`config.mk`:
```
export PLATFORM = sky130hd
export DESIGN_NAME = draw_cmd_scheduler
export DESIGN_NICKNAME = d
export VERILOG_FILES = /design/src/rtl/draw_cmd_scheduler.sv
export SDC_FILE = /design/constraint.sdc
export NUM_CORES = 1
export LEC_CHECK = 0
export ABC_AREA = 1
export ABC_CLOCK_PERIOD_IN_PS = 8600
export CORE_MARGIN = 10
export CORE_UTILIZATION = 48
export DETAILED_ROUTE_END_ITERATION = 7
export PLACE_DENSITY = 0.88
export SLEW_MARGIN = 20
export SYNTH_ARGS = -nofsm -noshare
export SYNTH_HDL_FRONTEND = slang
export SYNTH_SLANG_ARGS = --single-unit
```
`constraint.sdc`:
```
create_clock -name clk -period 8.6 [get_ports clk]
set_input_delay 1.72 -clock clk [delete_from_list [all_inputs] [get_ports clk]]
set_output_delay 1.72 -clock clk [all_outputs]
set_load 0.05 [all_outputs]
```
`src/rtl/draw_cmd_scheduler.sv`:
```
// Two-source draw command scheduler: round-robin arbitration with half-command
// lock, single-cycle engine strobe and a bounded wait for engine completion.
module draw_cmd_scheduler #(
    parameter int unsigned             CMD_WIDTH = 32,
    parameter int unsigned             TMO_WIDTH = 16,
    parameter logic [TMO_WIDTH-1:0]    TMO_MAX   = 16'hFFFF
) (
    input  logic                 clk,
    input  logic                 rst,
    input  logic                 req0_vld,
    input  logic [CMD_WIDTH-1:0] req0_cmd,
    output logic                 req0_rdy,
    input  logic                 req1_vld,
    input  logic [CMD_WIDTH-1:0] req1_cmd,
    output logic                 req1_rdy,
    output logic [CMD_WIDTH-1:0] eng_cmd,
    output logic                 eng_vld,
    input  logic                 eng_done,
    input  logic                 eng_half,
    output logic                 grant,
    output logic                 busy,
    output logic                 tmo_pulse,
    output logic                 tmo_flag
);

    typedef enum logic [1:0] {
        IDLE,
        ISSUE,
        WAIT
    } state_t;

    state_t                 state;
    logic                   ptr;
    logic                   lock;
    logic [TMO_WIDTH-1:0]   tmo_cnt;

    logic                   sel;
    logic                   accept;
    logic [CMD_WIDTH-1:0]   sel_cmd;
    logic [3:0]             opcode;
    logic                   is_half;

    // While locked, ptr holds the locked source, so sel never leaves it.
    always_comb begin
        sel = ptr;
        if (!lock) begin
            if (req0_vld && !req1_vld)
                sel = 1'b0;
            else if (req1_vld && !req0_vld)
                sel = 1'b1;
        end
        req0_rdy = !rst && (state == IDLE) && !sel && req0_vld;
        req1_rdy = !rst && (state == IDLE) && sel && req1_vld;
        accept   = req0_rdy || req1_rdy;
        sel_cmd  = sel ? req1_cmd : req0_cmd;
        opcode   = sel_cmd[CMD_WIDTH-1:CMD_WIDTH-4];
        is_half  = ((opcode == 4'h9) || (opcode == 4'hA)) && !sel_cmd[0];
    end

    always_ff @(posedge clk or posedge rst) begin
        if (rst) begin
            state     <= IDLE;
            ptr       <= 1'b0;
            lock      <= 1'b0;
            tmo_cnt   <= '0;
            eng_cmd   <= '0;
            eng_vld   <= 1'b0;
            grant     <= 1'b0;
            busy      <= 1'b0;
            tmo_pulse <= 1'b0;
            tmo_flag  <= 1'b0;
        end else begin
            eng_vld   <= 1'b0;
            tmo_pulse <= 1'b0;
            case (state)
                IDLE: begin
                    if (accept) begin
                        eng_cmd <= sel_cmd;
                        grant   <= sel;
                        eng_vld <= 1'b1;
                        busy    <= 1'b1;
                        state   <= ISSUE;
                        if (is_half) begin
                            lock <= 1'b1;
                            ptr  <= sel;
                        end else begin
                            lock <= 1'b0;
                            ptr  <= !sel;
                        end
                    end
                end
                ISSUE: begin
                    tmo_cnt <= '0;
                    state   <= WAIT;
                end
                WAIT: begin
                    // Completion wins over a timeout landing in the same cycle.
                    if (eng_done || eng_half) begin
                        busy  <= 1'b0;
                        state <= IDLE;
                    end else if (tmo_cnt == TMO_MAX) begin
                        busy      <= 1'b0;
                        tmo_pulse <= 1'b1;
                        tmo_flag  <= 1'b1;
                        lock      <= 1'b0;
                        state     <= IDLE;
                    end else begin
                        tmo_cnt <= tmo_cnt + 1'b1;
                    end
                end
                default: begin
                    busy  <= 1'b0;
                    state <= IDLE;
                end
            endcase
        end
    end

endmodule

```
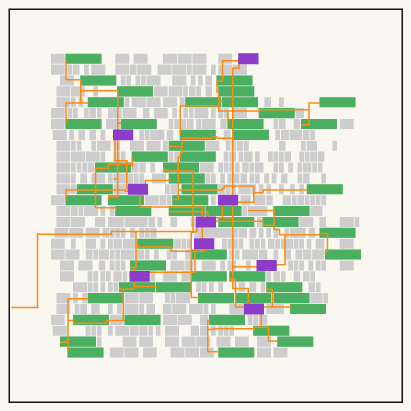
Run 1: routed clock nets over the placement
Scale: 4 px per um.
Key: orange = clock wires [length 791 um]; purple = cells driving clock nets [count 9]; green = flip-flops [count 57]
There are 10 routed clock nets.

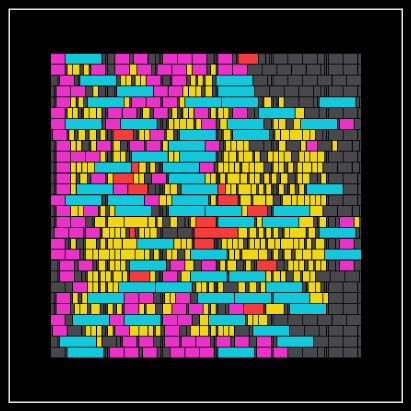
Run 1: cell classes on the final placement
Scale: 4 px per um. Fill, decap, tap and diode cells in grey.
Key: red = clock drivers and dummy loads [cells 15, share of their area 4.7%]; cyan = flip-flops [cells 57, share of their area 35%]; yellow = all other logic [cells 306, share of their area 34%]; magenta = other buffers and delay cells [cells 109, share of their area 26%]

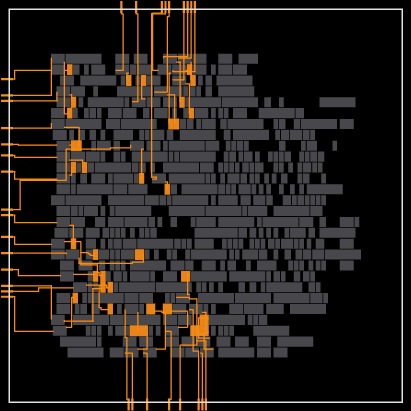
Run 1: nets reached from selected ports
Scale: 4 px per um.
Key: orange = `req1_cmd` [bits 32, direction input, end cells 34, wire 870 um]

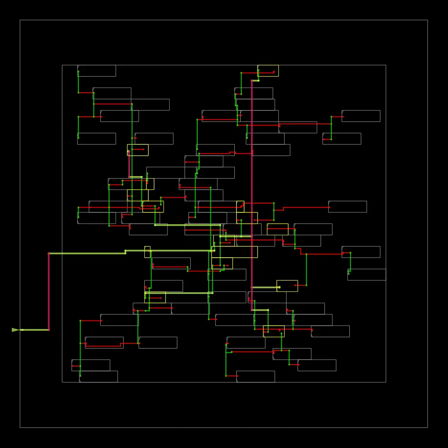
Run 1: clock nets
CTS Buf Count: 9
worst skew pair latency: 330 ps

==> GITHUB_STEP_SUMMARY, run 1 <==
## Implementation flow summary

| Metric | Value |
|---|---|
| Initial antenna violation count | `0` |
| WL met2 | `4650 um` |
| Comb_multi_in | `roughly 280` |
| YS warnings | `0` |
| Clock network area share | `4.64%` |
| Die width | `approximately 98 um` |
| Clock root buffer | `clkbuf_8` |
| DRT iter0 DRCs | `approximately 140` |
| CTS tree | `done` |
| Status | `complete, no violations` |
| Number of global-route vias before repair | `~3100` |
| Clock sink count | `about 57` |
| Final worst slack | `about 2500 ps` |
| Pre-antenna DRT Iters | `4` |
| OpenROAD warnings | `27` |
| Pleak | `1.92 nW` |
| Fillcell total | `~460` |
| Yosys Instances | `375` |
| Setup TNS Final | `0 ps` |
| Post-Syn Area | `roughly 2900 um^2` |
| Syn nets | `446` |
| Ant diodes | `0` |
| Avg Cell Area, Syn | `approximately 7.8 um^2` |
| Combinational share of cell area | `between 30 and 40%` |
| Sequential area share after synthesis | `between 40% and 50%` |
| VDD IR max | `0.214 mV` |
| IO Pins | `109` |
| Post-cts resize count | `0` |
| Hold Path Class | `reg -> reg` |
| Slew HR | `52.3%` |
| Clkbuf count | `12` |
| Max-area cell class | `flip-flops and latches` |
| Routability cong. | `a little under 1` |
| Power Dens Cells | `324 nW/um^2` |
| Tap cells | `75` |
| CP endpoint kind | `output pin` |
run 1: power breakdown:
part	switching, mW	leakage [nW]	internal [mW]	total (mW)
combinational	0.474	1.09	0.223	0.697
sequential	0.0546	0.723	0.357	0.411
clock	0.105	0.102	0.147	0.252
run 1: final timing paths:
check	from	slack, ps	end	depth (start not counted)
max	req1_vld	2490	req1_rdy	8
min in group asynchronous	rst	1950	tmo_cnt[11]$_DFFE_PP0P_	3
min reg2reg	eng_cmd[6]$_DFFE_PP0P_	490	eng_cmd[6]$_DFFE_PP0P_	2
min	eng_cmd[6]$_DFFE_PP0P_	490	eng_cmd[6]$_DFFE_PP0P_	2
max reg2reg	lock$_DFFE_PP0P_	6370	busy$_DFFE_PP0P_	10
max in group asynchronous	rst	6160	tmo_flag$_DFFE_PP0P_	3
run 1: registers in the layout (all words and copies together) (netlist names):
signal and count:
busy 1, ptr 1, tmo_pulse 1, tmo_flag 1, eng_vld 1, eng_cmd 32
state 2, grant 1, lock 1, tmo_cnt 16
run 1: kinds of logic (layout without fill, tap and decap cells):
| family | Yosys count | in the layout | synth area share (%) |
|---|---|---|---|
| flip-flops | 57 | 57 | 49.0 |
| buffers and inverters | 42 | 154 | 6.71 |
| AND/OR/NAND/NOR | 238 | 238 | 35.5 |
| AND-OR/OR-AND | 30 | 30 | 6.23 |
| adder cells (fa/ha/maj) | 1 | 1 | 0.430 |
| XOR/XNOR | 7 | 7 | 2.11 |
run 1: synthesized netlist by cell type:
cell / count / share of area (%)
o21ai_0: 9 / 1.5
a31oi_1: 2 / 0.43
nor3_1: 2 / 0.34
nand3_1: 40 / 6.9
nor2_4: 2 / 0.77
nand2_1: 131 / 17
dfrtp_1: 57 / 49
nand2_2: 6 / 1.3
o21ai_1: 6 / 1.0
o21bai_1: 1 / 0.26
xor2_1: 5 / 1.5
a21oi_1: 1 / 0.17
inv_1: 27 / 3.5
nor3_2: 1 / 0.34
xnor2_1: 2 / 0.60
nand3b_1: 3 / 0.77
nand2_4: 1 / 0.39
a31o_2: 1 / 0.30
ha_1: 1 / 0.43
or2_2: 1 / 0.22
buf_6: 4 / 1.5
o21ai_4: 1 / 0.56
nand4_1: 5 / 1.1
nand3_2: 2 / 0.69
clkbuf_1: 2 / 0.26
nor2_1: 42 / 5.4
nor2_2: 2 / 0.43
buf_2: 6 / 1.0
o22ai_1: 9 / 1.9
inv_2: 3 / 0.39
run 1: cells in the final DEF (no fill, tap or decap), types with 2 or more instances in the layout:
cell	netlist	routed
a31oi_1	2	2
clkbuf_8	0	11
clkdlybuf4s50_1	0	108
clkinv_2	0	2
dfrtp_1	57	57
inv_1	27	26
inv_2	3	4
nand2_1	131	131
nand2_2	6	6
nand3_1	40	40
nand3_2	2	2
nand3b_1	3	3
nand4_1	5	5
nor2_1	42	42
nor2_2	2	2
nor2_4	2	2
nor3_1	2	2
o21ai_0	9	9
o21ai_1	6	6
o22ai_1	9	9
xnor2_1	2	2
xor2_1	5	5
run 1: critical path: stages:
cell and delay (ps):
clkdlybuf4s50_1 570, inv_1 60, nand2_1 80, nand2_2 110, nand2_4 130, nand3_2 230
inv_1 540, clkdlybuf4s50_1 930
==> run 2: changes to the inputs <==
ABC_CLOCK_PERIOD_IN_PS = 4950   (was 8600)
CORE_UTILIZATION = 40   (was 48)
PLACE_DENSITY = 0.78   (was 0.88)
clock period = 4.95 ns   (was 8.6 ns; I/O delays follow)
==> GITHUB_STEP_SUMMARY, run 2 <==
## Implementation flow summary

| Metric | Value |
|---|---|
| Clock root buffer | `clkbuf_8 (unchanged)` |
| Slew HR | `52.8% (was 52.3%)` |
| R2r endpoint | `busy$_DFFE_PP0P_ (unchanged)` |
| Worst skew pair latency | `340 ps (was 330 ps)` |
| Status | `complete, no violations (unchanged)` |
| Yosys simple share | `35.5% (unchanged)` |
| Adder share | `0.430% (unchanged)` |
| Switch Pwr | `1.10 mW (was 0.634 mW)` |
| Slowest stage cell, crit path | `clkdlybuf4s50_1 (unchanged)` |
| Worst reg2reg path depth | `11 (was 10)` |
| CTS Buf Count | `9 (unchanged)` |
| Ys flop type | `dfrtp_1 (unchanged)` |
| Avg Cell Area, Syn | `7.76 um^2 (unchanged)` |
| Setup slack, reg-to-reg | `2740 ps (was 6370 ps)` |
| Gate power share | `50.4% (was 51.2%)` |
| Pre-antenna DRT Iters | `4 (unchanged)` |
| CP Cell Sequence | `clkdlybuf4s50_1, inv_1, nand2_1, nand2_2, nand2_4, nand3_2, inv_1, buf_4, buf_12 (was clkdlybuf4s50_1, inv_1, nand2_1, nand2_2, nand2_4, nand3_2, inv_1, clkdlybuf4s50_1)` |
| CP endpoint kind | `output pin (unchanged)` |
| Main area contributors after synthesis | `dfrtp_1 (49%), nand2_1 (17%), nand3_1 (6.9%) (unchanged)` |
| Yosys Instances | `375 (unchanged)` |
| Max reg flops | `32 (unchanged)` |
| Top reg by flops | `eng_cmd (unchanged)` |
| Post-synth EDFFs | `0 (unchanged)` |
| YS warnings | `0 (unchanged)` |
| IO Pins | `109 (unchanged)` |
| Int Pwr | `1.30 mW (was 0.726 mW)` |
| Biggest regs | `eng_cmd: 32 flops, tmo_cnt: 16 flops, state: 2 flops (unchanged)` |
| Fillcell total | `642 (was 461)` |
| Mux area share | `0% (unchanged)` |
| Post-Syn Area | `2910 um^2 (unchanged)` |
| Synth top cell by count | `nand2_1 (unchanged)` |
| Crit path to | `req1_rdy (unchanged)` |
| CP Launch Point | `req1_vld (unchanged)` |
| Post-synth top area cell | `dfrtp_1 (unchanged)` |
| Hold Path Depth | `2 (unchanged)` |
run 2: cell counts after synthesis:
Identical to the previous run, type by type.
run 2: critical path, delay by kind of cell:
| kind | cells | cell delay, ps |
|---|---|---|
| buffers and inverters | 5 | 1190 |
| AND/OR/NAND/NOR | 4 | 550 |
run 2: cells by family after synthesis:
| family | count (synthesis) |
|---|---|
| compound gates | 30 |
| xor+xnor | 7 |
| fa+ha+maj | 1 |
| buf+inv | 42 |
| flops | 57 |
| simple gates | 238 |
run 2: per-layer routing:
layer	GRT usage, %	vias up	share of wire, %
li1	-	1418	-
met1	17.4	1304	40
met2	27.0	79	52
met3	6.39	10	7.4
met4	4.80	0	1.3
met5	0	-	0
run 2: area by class of cell:
cell class,instances,area share [%]
Timing Repair Buffer,111,26.2
Inverter,30,2.62
Clock buffer,9,2.89
Clock inverter,7,2.19
Multi-Input combinational cell,276,30.0
Tap cell,99,2.89
Sequential cell,57,33.2
run 2: power by group through the flow:
stage	logic [mW]	registers [mW]	clock network, mW
CTS	1.23	0.711	0.492
finish	1.21	0.709	0.482
global route	1.29	0.730	0.511
floorplan	0.325	1.18	0
detailed placement	1.22	0.718	0
global placement	1.21	0.710	0
run 2: worst min-delay path by stage:
stage / start / end / slack (ps)
after floorplan: tmo_cnt[1]$_DFFE_PP0P_ / tmo_cnt[1]$_DFFE_PP0P_ / 470
final: grant$_DFFE_PP0P_ / grant$_DFFE_PP0P_ / 470
after global routing: grant$_DFFE_PP0P_ / grant$_DFFE_PP0P_ / 510
after CTS: grant$_DFFE_PP0P_ / grant$_DFFE_PP0P_ / 470
after detailed placement: grant$_DFFE_PP0P_ / grant$_DFFE_PP0P_ / 460
after global placement: tmo_flag$_DFFE_PP0P_ / tmo_flag$_DFFE_PP0P_ / 450
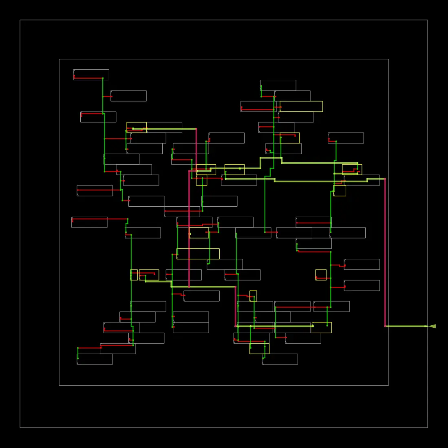
Run 2: clock nets
registers: 57
clock sink count: 57
P_clk: 0.482 mW

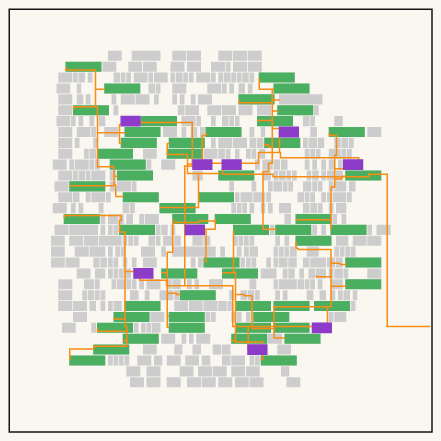
Run 2: routed clock nets over the placement
Scale: 4 px per um.
Key: green = flip-flops [count 57]; orange = clock wires [length 809 um]; purple = cells driving clock nets [count 9]
There are 10 routed clock nets.

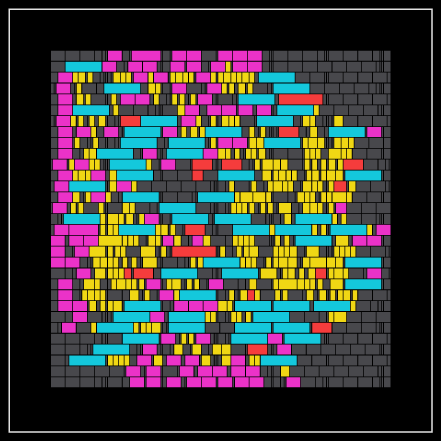
Run 2: cell classes on the final placement
Scale: 4 px per um. Fill, decap, tap and diode cells in grey.
Key: yellow = all other logic [cells 306, share of their area 34%]; red = clock drivers and dummy loads [cells 16, share of their area 5.2%]; cyan = flip-flops [cells 57, share of their area 34%]; magenta = other buffers and delay cells [cells 111, share of their area 27%]

Run 2, signal wires on met2:
Scale: 4 px per um.
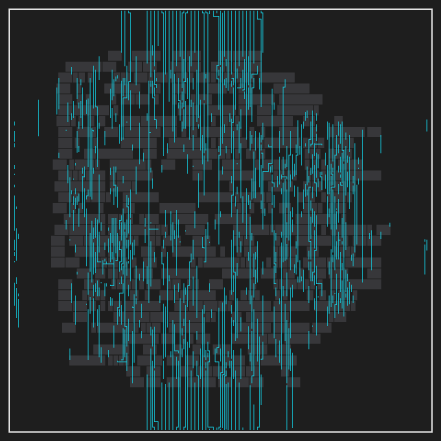

==> run 3: changes to the inputs <==
ABC_CLOCK_PERIOD_IN_PS = 3700   (was 4950)
CORE_UTILIZATION = 44   (was 40)
PLACE_DENSITY = 0.82   (was 0.78)
clock period = 3.7 ns   (was 4.95 ns; I/O delays follow)
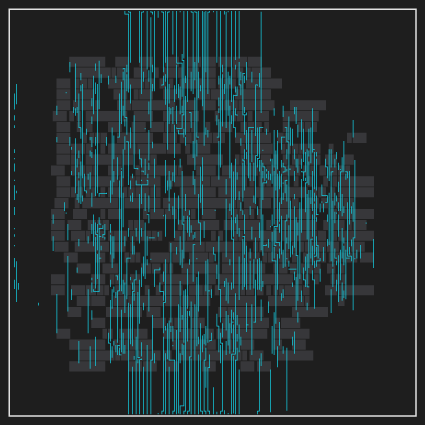
Run 3: signal wires on met2
Scale: 4 px per um.
The layer holds 50% of the routed length. The longest straight run is 38.9 um. 445 nets have wire on it. The layer carries 4140 um of wire. The wires run mostly vertical.

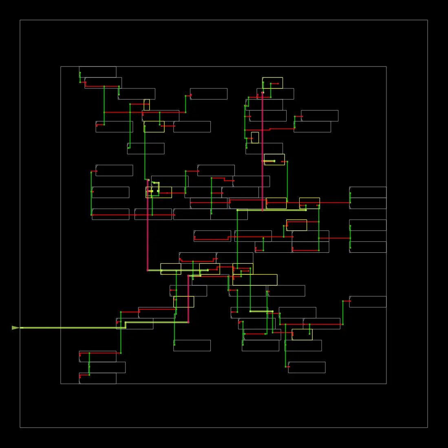
Run 3: clock nets
P_clk: 0.603 mW
Clock Skew: 8.97 ps
clkbuf count: 14

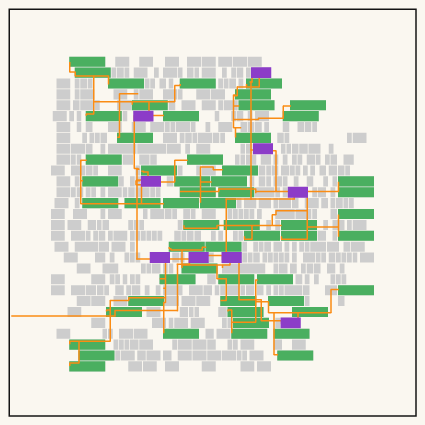
Run 3: routed clock nets over the placement
Scale: 4 px per um.
Key: purple = cells driving clock nets [count 9]; orange = clock wires [length 735 um]; green = flip-flops [count 57]
There are 10 routed clock nets.

==> GITHUB_STEP_SUMMARY, run 3 <==
## Implementation flow summary

| Metric | Value |
|---|---|
| CP endpoint kind | `output pin (unchanged)` |
| Main area contributors after synthesis | `dfrtp_1 (49%), nand2_1 (17%), nand3_1 (6.9%) (unchanged)` |
| FFs w/ async S/R, synth | `100% (unchanged)` |
| Post-synth top area cell | `dfrtp_1 (unchanged)` |
| YS warnings | `0 (unchanged)` |
| Sequential area share after synthesis | `49.0% (unchanged)` |
| Setup TNS Final | `0 ps (unchanged)` |
| IO Pins | `109 (unchanged)` |
| Top cells by count | `nand2_1 (131), dfrtp_1 (57), nor2_1 (42) (unchanged)` |
| Max reg flops | `32 (unchanged)` |
| VDD IR max | `0.505 mV (was 0.304 mV)` |
| Pre-antenna DRT Iters | `5 (was 4)` |
| Post-Syn Area | `2910 um^2 (unchanged)` |
| Pleak | `1.94 nW (about the same)` |
| Logic area | `1290 um^2 (unchanged)` |
| CTS Buffer Depth | `2 (unchanged)` |
| Worst reg2reg path depth | `10 (was 11)` |
| DRT iter0 DRCs | `146 (was 126)` |
| Hold Path Class | `reg -> reg (unchanged)` |
| Number of global-route vias before repair | `2910 (was 2904)` |
| Clock root buffer | `clkbuf_8 (unchanged)` |
| Clock sink count | `57 (unchanged)` |
| Die Span Y | `101 um (was 105 um)` |
| Post-synth EDFFs | `0 (unchanged)` |
| Post-cts resize count | `0 (unchanged)` |
| Initial antenna violation count | `0 (unchanged)` |
| Post-CTS setup buffers | `0 (unchanged)` |
| Yosys Instances | `375 (unchanged)` |
| Synth top cell by count | `nand2_1 (unchanged)` |
| Fillcell total | `528 (was 642)` |
| Status | `complete, no violations (unchanged)` |
| Die width | `101 um (was 105 um)` |
| Largest net degree at the start of global routing | `58 (unchanged)` |
| Dpl hpwl | `6510 um (was 6440 um)` |
| CTS Buf Count | `9 (unchanged)` |
| Avg Cell Area, Syn | `7.76 um^2 (unchanged)` |
| Syn nets | `446 (unchanged)` |
| Hold Path Depth | `2 (unchanged)` |
| Gr usage total | `16.8% (was 15.7%)` |
| Worst skew pair latency | `330 ps (was 340 ps)` |
| Ys flop type | `dfrtp_1 (unchanged)` |
| Final worst-path cycle share | `82.8%` |
| Top reg by flops | `eng_cmd (unchanged)` |
| Via/cell ratio | `4.99 (was 4.77)` |
| Least-Margin Pin Slew | `706 ps (was 708 ps)` |
| Area leader share | `49.0% (unchanged)` |
| Biggest regs | `eng_cmd: 32 flops, tmo_cnt: 16 flops, state: 2 flops (unchanged)` |
| Most instantiated logic cells after routing | `nand2_1 (131), clkdlybuf4s50_1 (106), dfrtp_1 (57), nor2_1 (42), nand3_1 (40) (unchanged)` |
| Ant diodes | `0 (unchanged)` |
| CTS tree | `done (unchanged)` |
| Routability cong. | `0.864 (was 0.876)` |
| OpenROAD warnings | `26 (unchanged)` |
| Port bufs | `108 (unchanged)` |
| Most numerous logic cell after layout | `nand2_1 (unchanged)` |
| Power Dens Cells | `747 nW/um^2 (was 559 nW/um^2)` |
| Slew HR | `52.9% (was 52.8%)` |
## run 3: cell type report
type	count	area share (%)
Clock buffer	14	4.06
Clock inverter	2	0.823
Inverter	30	2.65
Multi-Input combinational cell	276	30.3
Sequential cell	57	33.5
Tap cell	77	2.26
Timing Repair Buffer	111	26.4
## run 3: per-stage QoR
step                      setup slack, ps  instance area [um^2]  utilization [%]  power [mW]  hold WS [ps]
after detailed placement              636                  4050             63.4        2.60           459
after global placement                677                  4050             63.4        2.57           458
after floorplan                       274                  2910                -        2.02           467
after global routing                  504                  4260             66.6        3.35           512
final                                 636                  4260             66.6        3.18           479
after CTS                             639                  4260             66.6        3.20           484
## run 3: power by group
part	leakage [nW]	total [mW]	switching (mW)	internal, mW
combinational	1.11	1.62	1.09	0.528
sequential	0.723	0.955	0.127	0.829
clock	0.107	0.603	0.237	0.366
total	1.94	3.18	1.46	1.72
## run 3: final timing paths
| kind | start | endpoint | slack (ps) |
|---|---|---|---|
| max reg2reg | lock$_DFFE_PP0P_ | busy$_DFFE_PP0P_ | 1490 |
| min in group asynchronous | rst | tmo_cnt[13]$_DFFE_PP0P_ | 970 |
| max in group asynchronous | rst | eng_cmd[6]$_DFFE_PP0P_ | 2240 |
| min reg2reg | eng_cmd[18]$_DFFE_PP0P_ | eng_cmd[18]$_DFFE_PP0P_ | 480 |
| min | eng_cmd[18]$_DFFE_PP0P_ | eng_cmd[18]$_DFFE_PP0P_ | 480 |
| max | req1_vld | req0_rdy | 640 |
## run 3: kinds of logic (layout without fill, tap and decap cells)
logic type | count (synthesis) | count (layout) | synth area share [%]
buffers and inverters | 42 | 157 | 6.71
adders and majority gates | 1 | 1 | 0.430
and+or+nand+nor | 238 | 238 | 35.5
xor gates and xnor gates | 7 | 7 | 2.11
AOI/OAI and AO/OA | 30 | 30 | 6.23
DFF | 57 | 57 | 49.0
## run 3: critical path, stage by stage
cell             delay (ps)
clkdlybuf4s50_1         490
inv_1                    90
nand2_1                  60
nand2_2                 140
nand2_4                 110
inv_2                    80
nand3_2                 240
inv_1                   220
buf_12                  160
## run 3: routing by layer
layer  part of all wire [%]  global-route usage (%)  up-vias
met1                     39                    19.1     1294
li1                       -                       -     1425
met4                    2.0                    5.79        0
met5                      0                       0        -
met3                    9.1                    7.69       16
met2                     50                    27.3       95
Power figures rest on the tool's default switching activity, not on a simulated workload.
